[src/rtl/aclock_display_pkg.sv]
// ---------------------------------------------------------------------------
// aclock_disp_pkg
// Shared constants and types for the alarm-clock display driver.
//   - Active-low 7-segment patterns, ordered {g,f,e,d,c,b,a}
//   - Active-low digit-enable constant for "all digits off"
//   - Digit-index enum (rightmost digit first), blink phase type and
//     the frame snapshot record
// ---------------------------------------------------------------------------
package aclock_disp_pkg;

    localparam logic [6:0] SEG_0     = 7'b1000000;
    localparam logic [6:0] SEG_1     = 7'b1111001;
    localparam logic [6:0] SEG_2     = 7'b0100100;
    localparam logic [6:0] SEG_3     = 7'b0110000;
    localparam logic [6:0] SEG_4     = 7'b0011001;
    localparam logic [6:0] SEG_5     = 7'b0010010;
    localparam logic [6:0] SEG_6     = 7'b0000010;
    localparam logic [6:0] SEG_7     = 7'b1111000;
    localparam logic [6:0] SEG_8     = 7'b0000000;
    localparam logic [6:0] SEG_9     = 7'b0010000;
    localparam logic [6:0] SEG_DASH  = 7'b0111111;
    localparam logic [6:0] SEG_BLANK = 7'b1111111;

    localparam logic [5:0] AN_OFF    = 6'b111111;

    typedef enum logic [2:0] {
        DIG_S0,
        DIG_S1,
        DIG_M0,
        DIG_M1,
        DIG_H0,
        DIG_H1
    } dig_idx_t;

    typedef enum logic {
        PH_ON,
        PH_OFF
    } phase_t;

    // One frame's worth of time digits plus the armed flag, captured together
    // so that a frame never mixes digits from two different clock readings.
    typedef struct packed {
        logic       al_on;
        logic [3:0] h1;
        logic [3:0] h0;
        logic [3:0] m1;
        logic [3:0] m0;
        logic [3:0] s1;
        logic [3:0] s0;
    } snap_t;

    function automatic dig_idx_t dig_next(input dig_idx_t d);
        dig_idx_t n;
        case (d)
            DIG_S0:  n = DIG_S1;
            DIG_S1:  n = DIG_M0;
            DIG_M0:  n = DIG_M1;
            DIG_M1:  n = DIG_H0;
            DIG_H0:  n = DIG_H1;
            default: n = DIG_S0;
        endcase
        return n;
    endfunction

    // Active-low one-hot digit enable for a digit index.
    function automatic logic [5:0] an_sel(input dig_idx_t d);
        logic [5:0] a;
        case (d)
            DIG_S0:  a = 6'b111110;
            DIG_S1:  a = 6'b111101;
            DIG_M0:  a = 6'b111011;
            DIG_M1:  a = 6'b110111;
            DIG_H0:  a = 6'b101111;
            DIG_H1:  a = 6'b011111;
            default: a = AN_OFF;
        endcase
        return a;
    endfunction

endpackage

[src/rtl/aclock_display_bcd_to_7seg.sv]
// ---------------------------------------------------------------------------
// bcd_to_7seg
// Combinational BCD to active-low 7-segment decoder. Codes 10..15 show a
// dash (segment g only) so that a corrupt digit is visibly wrong.
//   bcd  in  4  BCD digit
//   seg  out 7  {g,f,e,d,c,b,a}, active-low
// ---------------------------------------------------------------------------
module bcd_to_7seg
    import aclock_disp_pkg::*;
(
    input  logic [3:0] bcd,
    output logic [6:0] seg
);

    always_comb begin
        seg = SEG_DASH;
        case (bcd)
            4'd0:    seg = SEG_0;
            4'd1:    seg = SEG_1;
            4'd2:    seg = SEG_2;
            4'd3:    seg = SEG_3;
            4'd4:    seg = SEG_4;
            4'd5:    seg = SEG_5;
            4'd6:    seg = SEG_6;
            4'd7:    seg = SEG_7;
            4'd8:    seg = SEG_8;
            4'd9:    seg = SEG_9;
            default: seg = SEG_DASH;
        endcase
    end

endmodule

[src/rtl/aclock_display.sv]
// ---------------------------------------------------------------------------
// aclock_display
// Drives a 6-digit multiplexed common-anode 7-segment display from the
// alarm-clock core. Digits are captured once per frame, colon and armed
// indicators go out on the decimal points, and the whole display blinks
// while the alarm rings.
//   clk      in   1  system clock
//   reset    in   1  synchronous reset, active-low
//   H_in1    in   2  hour tens (BCD)
//   H_in0    in   4  hour units
//   M_in1    in   4  minute tens
//   M_in0    in   4  minute units
//   S_in1    in   4  second tens
//   S_in0    in   4  second units
//   Alarm    in   1  alarm ringing (sampled live)
//   AL_ON    in   1  alarm armed (captured with the frame)
//   an       out  6  digit enables, active-low
//   seg      out  7  {g,f,e,d,c,b,a}, active-low
//   dp       out  1  decimal point, active-low
// Parameters:
//   SCAN_DIV      clk cycles each digit is held (>= 2)
//   BLINK_FRAMES  frames per blink half-period
//   LZ_BLANK      1 = blank hour-tens digit when it is 0
// ---------------------------------------------------------------------------
module aclock_display
    import aclock_disp_pkg::*;
#(
    parameter int SCAN_DIV     = 4,
    parameter int BLINK_FRAMES = 2,
    parameter int LZ_BLANK     = 1
) (
    input  logic       clk,
    input  logic       reset,
    input  logic [1:0] H_in1,
    input  logic [3:0] H_in0,
    input  logic [3:0] M_in1,
    input  logic [3:0] M_in0,
    input  logic [3:0] S_in1,
    input  logic [3:0] S_in0,
    input  logic       Alarm,
    input  logic       AL_ON,
    output logic [5:0] an,
    output logic [6:0] seg,
    output logic       dp
);

    localparam int             CW         = $clog2(SCAN_DIV);
    localparam logic [CW-1:0]  SCAN_LAST  = CW'(SCAN_DIV - 1);
    localparam int             BW         = (BLINK_FRAMES > 1) ? $clog2(BLINK_FRAMES) : 1;
    localparam logic [BW-1:0]  BLINK_LAST = BW'(BLINK_FRAMES - 1);

    logic [CW-1:0] scan_cnt;
    dig_idx_t      idx;
    logic [BW-1:0] blink_cnt;
    phase_t        phase;
    snap_t         snap_p0;

    dig_idx_t      idx_p1;
    phase_t        phase_p1;
    logic          vld_p1;

    logic          scan_wrap;
    logic          frame_wrap;
    logic          snap_load;
    logic [3:0]    digit;
    logic [6:0]    seg_dec;
    logic          lz_blank;
    logic          dp_on;
    logic          disp_off;

    assign scan_wrap  = (scan_cnt == SCAN_LAST);
    assign frame_wrap = scan_wrap && (idx == DIG_H1);
    assign snap_load  = (scan_cnt == '0) && (idx == DIG_S0);

    // ---- stage p0: scan counters, frame snapshot, blink phase ----
    // idx/phase are delayed into idx_p1/phase_p1 so they line up with the
    // snapshot captured on the frame's first cycle: the output stage then
    // shows every digit of a frame, including the first, from the new capture.
    always_ff @(posedge clk) begin
        if (!reset) begin
            scan_cnt  <= '0;
            idx       <= DIG_S0;
            blink_cnt <= '0;
            phase     <= PH_ON;
            snap_p0   <= '0;
            idx_p1    <= DIG_S0;
            phase_p1  <= PH_ON;
            vld_p1    <= 1'b0;
        end else begin
            vld_p1 <= 1'b1;
            idx_p1 <= idx;

            if (scan_wrap) begin
                scan_cnt <= '0;
                idx      <= dig_next(idx);
            end else begin
                scan_cnt <= scan_cnt + 1'b1;
            end

            if (snap_load) begin
                snap_p0 <= '{al_on: AL_ON,
                             h1:    {2'b00, H_in1},
                             h0:    H_in0,
                             m1:    M_in1,
                             m0:    M_in0,
                             s1:    S_in1,
                             s0:    S_in0};
            end

            // A quiet alarm parks the blink in ON so the next alarm starts lit.
            if (!Alarm) begin
                blink_cnt <= '0;
                phase     <= PH_ON;
                phase_p1  <= PH_ON;
            end else begin
                phase_p1 <= phase;
                if (frame_wrap) begin
                    if (blink_cnt == BLINK_LAST) begin
                        blink_cnt <= '0;
                        phase     <= (phase == PH_ON) ? PH_OFF : PH_ON;
                    end else begin
                        blink_cnt <= blink_cnt + 1'b1;
                    end
                end
            end
        end
    end

    always_comb begin
        digit = 4'd0;
        case (idx_p1)
            DIG_S0:  digit = snap_p0.s0;
            DIG_S1:  digit = snap_p0.s1;
            DIG_M0:  digit = snap_p0.m0;
            DIG_M1:  digit = snap_p0.m1;
            DIG_H0:  digit = snap_p0.h0;
            DIG_H1:  digit = snap_p0.h1;
            default: digit = 4'd0;
        endcase
    end

    bcd_to_7seg u_dec (
        .bcd (digit),
        .seg (seg_dec)
    );

    assign lz_blank = (LZ_BLANK != 0) && (idx_p1 == DIG_H1) && (snap_p0.h1 == 4'd0);
    assign dp_on    = (idx_p1 == DIG_M0) || (idx_p1 == DIG_H0) ||
                      ((idx_p1 == DIG_S0) && snap_p0.al_on);
    // Alarm is used live here so the display comes back on the first edge
    // that sees the alarm cleared, even if phase_p1 still says OFF.
    assign disp_off = !vld_p1 || (Alarm && (phase_p1 == PH_OFF));

    // ---- stage p1: registered display outputs ----
    always_ff @(posedge clk) begin
        if (!reset) begin
            an  <= AN_OFF;
            seg <= SEG_BLANK;
            dp  <= 1'b1;
        end else if (disp_off) begin
            an  <= AN_OFF;
            seg <= SEG_BLANK;
            dp  <= 1'b1;
        end else begin
            an  <= an_sel(idx_p1);
            seg <= lz_blank ? SEG_BLANK : seg_dec;
            dp  <= !dp_on;
        end
    end

endmodule
[config.mk]
export PLATFORM = sky130hd
export DESIGN_NAME = aclock_display
export DESIGN_NICKNAME = d
export VERILOG_FILES = /design/src/rtl/aclock_display_pkg.sv /design/src/rtl/aclock_display_bcd_to_7seg.sv /design/src/rtl/aclock_display.sv
export SDC_FILE = /design/constraint.sdc
export NUM_CORES = 1
export LEC_CHECK = 0
export CAP_MARGIN = 10
export CELL_PAD_IN_SITES_DETAIL_PLACEMENT = 1
export CELL_PAD_IN_SITES_GLOBAL_PLACEMENT = 2
export CORE_ASPECT_RATIO = 0.6
export CORE_MARGIN = 2
export CORE_UTILIZATION = 31
export DETAILED_ROUTE_END_ITERATION = 8
export PLACE_DENSITY = 0.84
export SYNTH_ARGS = -nofsm -noshare
export SYNTH_HDL_FRONTEND = slang
export SYNTH_HIERARCHICAL = 1
export SYNTH_SLANG_ARGS = --single-unit
[constraint.sdc]
create_clock -name clk -period 2.9 [get_ports clk]
set_input_delay 0.58 -clock clk [delete_from_list [all_inputs] [get_ports clk]]
set_output_delay 0.58 -clock clk [all_outputs]
set_load 0.05 [all_outputs]
==> run summary, run 1 <==
CTS resizes -> 0
Final non-clock buffer share -> 14.60%
FA/HA/MAJ Cells, Area Fraction -> 4.032%
WHS Path Cells -> 2
most frequent logic cells in the routed design -> nand2_1, dfxtp_1, clkdlybuf4s50_1
Peak VDD IR -> 0.2381 mV
status -> finished, final reports clean
cell count after synthesis -> 235
Biggest consumer -> sequential cells
sequential fraction of design power -> 42.8%
Seq/Total Area, Yosys -> 45.16%
DR top layer -> met4
Combinational Area -> 1075 µm²
global routing's busiest layer -> met2
DP Worst Slack -> 387.2 ps
ys flops -> 49
Clock Power -> 683 µW
Logic pwr share -> 18.7%
cells on worst reg2reg path -> 7
Synth Cell Area -> 2172 µm²
worst hold start -> snap_p0[9]$_SDFFE_PN0P_
TritonCTS clock tree -> built
Syn Nets -> 268
Metal-1 WL -> 2644 µm
CP Max Fanout -> 14
Yosys warnings -> 6
Bufs and invs on worst path -> 1
fin nets -> 302
==> run 1: through the flow <==
step	total power [mW]	util (%)	instances	hold WS (ps)	area (µm²)
after detailed placement	1.111	38.61	349	446.2	2600
final	1.773	41.23	357	453.3	2776
after CTS	1.790	41.23	357	455.3	2776
after floorplan	1.011	-	235	426.0	2172
after global placement	1.104	38.61	349	446.1	2600
after global routing	1.860	41.23	357	477.1	2776
==> run 1: tightest hold or removal path, delay by kind of cell (launching register included) <==
| kind | cells | cell delay [ps] |
|---|---|---|
| AND/OR/NAND/NOR | 1 | 50 |
| flip-flops | 1 | 310 |
| AND-OR/OR-AND | 1 | 50 |
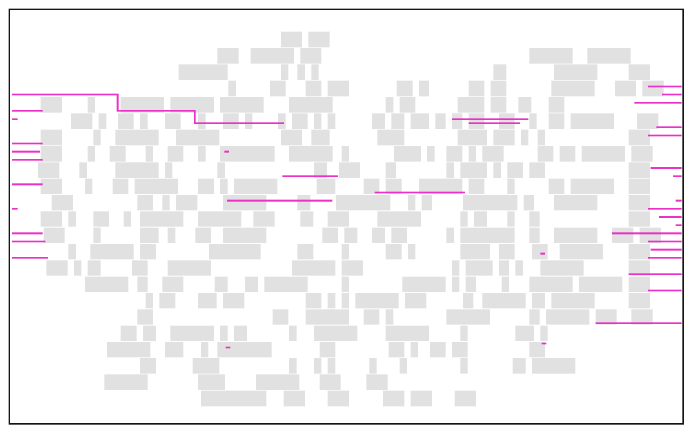
run_1/m3.png
Scale: 6 px per µm.
- share of all routed wire: 4.9%
- nets with wire on the layer: 33
- wire length on this layer: 249 µm

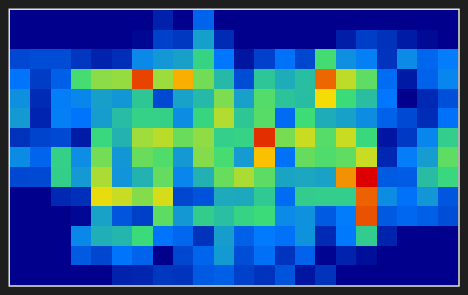
run_1/route_heat.png
Scale: 4 px per µm. 22 x 14 tiles, from dark blue (low) to red (high), scaled to the fullest tile. Values are wire area over tile area, all layers added.
- densest ninth of the die: middle
- mean over tiles: 0.10
- fullest tile: 0.38

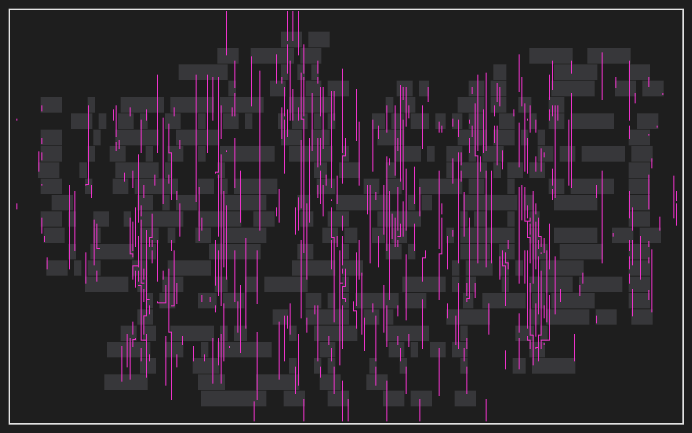
run_1/m2.png
Scale: 6 px per µm.
- longest straight run: 26.5 µm
- main direction: vertical
- wire length on this layer: 2090 µm
- share of all routed wire: 41%
- nets with wire on the layer: 244

==> run 1 -> run 2 <==
--- a/config.mk
+++ b/config.mk
@@ -17,3 +17,4 @@
 export SYNTH_HDL_FRONTEND = slang
 export SYNTH_HIERARCHICAL = 1
 export SYNTH_SLANG_ARGS = --single-unit
+export TNS_END_PERCENT = 5
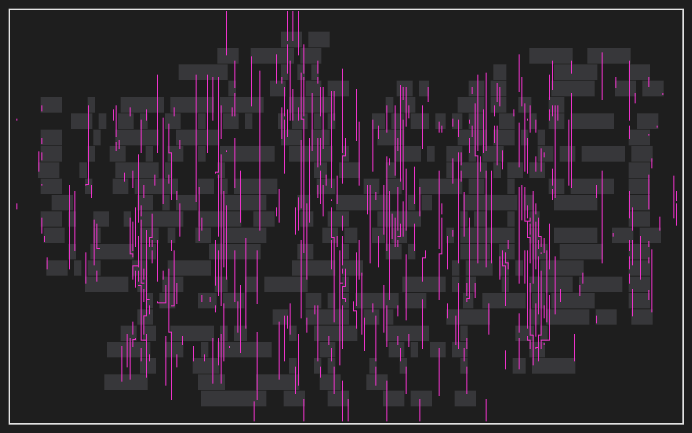
run_2/m2.png
Scale: 6 px per µm.
- nets with wire on the layer: 244
- main direction: vertical
- longest straight run: 26.5 µm
- wire length on this layer: 2090 µm

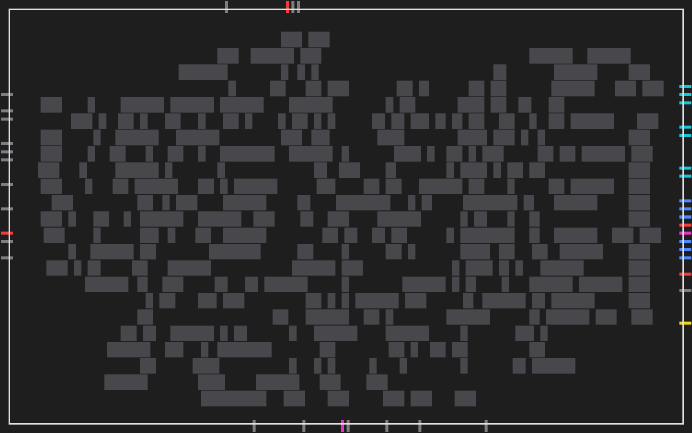
run_2/pinout.png
Scale: 6 px per µm. Pins as bars across the die edge, other pins in grey.
- Alarm: yellow (pins 1; direction input; edge right)
- H_in0: red (pins 4; direction input; edge 2 right, 1 top, 1 left)
- seg: cyan (pins 7; direction output; edge right)
- H_in1: magenta (pins 2; direction input; edge 1 right, 1 bottom)
- an: blue (pins 6; direction output; edge right)
- all pins by edge: 18 right, 11 left, 7 bottom, 4 top

==> run summary, run 2 <==
Clock Power -> 683 µW (about the same)
Avg Cell Area, Syn -> 9.243 µm²
H-tree Lvls -> 2
most frequent logic cells in the routed design -> nand2_1, dfxtp_1, clkdlybuf4s50_1
Final Cycle Share -> 85.82%
crit-path cells -> nand2b_1 > o221ai_1 > inv_1 > ha_1 > nor2_1 > nor2_1 > nand3b_1
CTS resizes -> 0 (unchanged)
placed insts -> 349 (unchanged)
P_comb -> 332 µW
Seq/Total Area, Yosys -> 45.16% (unchanged)
CTS Buffer Depth -> 2
cell count after synthesis -> 235 (unchanged)
DP Worst Slack -> 387.2 ps (unchanged)
CP Max Fanout -> 14 (unchanged)
r2r setup slk -> 410 ps
FA/HA/MAJ Cells, Area Fraction -> 4.032% (unchanged)
Yosys warnings -> 6 (unchanged)
Clock transition at path regs -> 60 ps
TritonCTS clock tree -> built
post-layout instance area -> 2776 µm² (unchanged)
status -> finished, final reports clean
Syn Nets -> 268 (unchanged)
root buffer cell -> clkbuf_16
post-layout util -> 41.23% (unchanged)
Peak VDD IR -> 0.2381 mV (unchanged)
max reg flops -> 23
Biggest consumer -> sequential cells
Area after DPL -> 2600 µm² (unchanged)
vias in the first global route -> 1667
fin nets -> 302 (unchanged)
cells on worst reg2reg path -> 7 (unchanged)
Logic pwr share -> 18.7% (about the same)
number of cell rows -> 23
Final Hold Slack -> 453.3 ps (unchanged)
WHS Path Cells -> 2 (unchanged)
FF-to-FF Start -> idx_p1[0]$_SDFF_PN0_
Final Power -> 1.773 mW (unchanged)
Combinational Area -> 1075 µm² (unchanged)
worst hold start -> snap_p0[9]$_SDFFE_PN0P_
final std cells w/o fill -> 357 (unchanged)
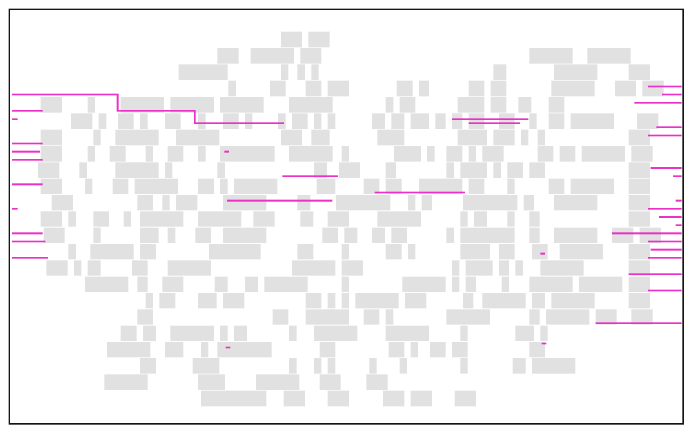
run_2/m3.png
Scale: 6 px per µm.
- nets with wire on the layer: 33
- wire length on this layer: 249 µm
- main direction: horizontal

run 2: cell counts in the layout (fill, tap and decap cells not counted):
No cell type changed its count.
run 2: layout make-up:
type / count / share of cell area (%)
well taps: 87 / 3.921
repair buffers: 41 / 14.60
flip-flops and latches: 49 / 35.33
clock buffers: 6 / 5.002
inverters: 8 / 1.082
clock inverters: 2 / 1.352
multi-input cells: 164 / 38.71
run 2: worst max-delay path: cells and delay by family (launching register included):
kind	cells	cell delay, ps
flip-flops	1	670
AND-OR/OR-AND	1	610
AND/OR/NAND/NOR	4	500
adder cells (fa/ha/maj)	1	350
buffers and inverters	1	200
run 2: metal layers:
layer  vias up  track usage, %  wire [µm]
met5         -               0          0
met4         0           4.421         56
met3         7           3.409        249
met2        40           22.20       2087
met1       794           19.13       2644
li1        859               -          -
No activity file was given, so power comes from the tool's default toggle rates.
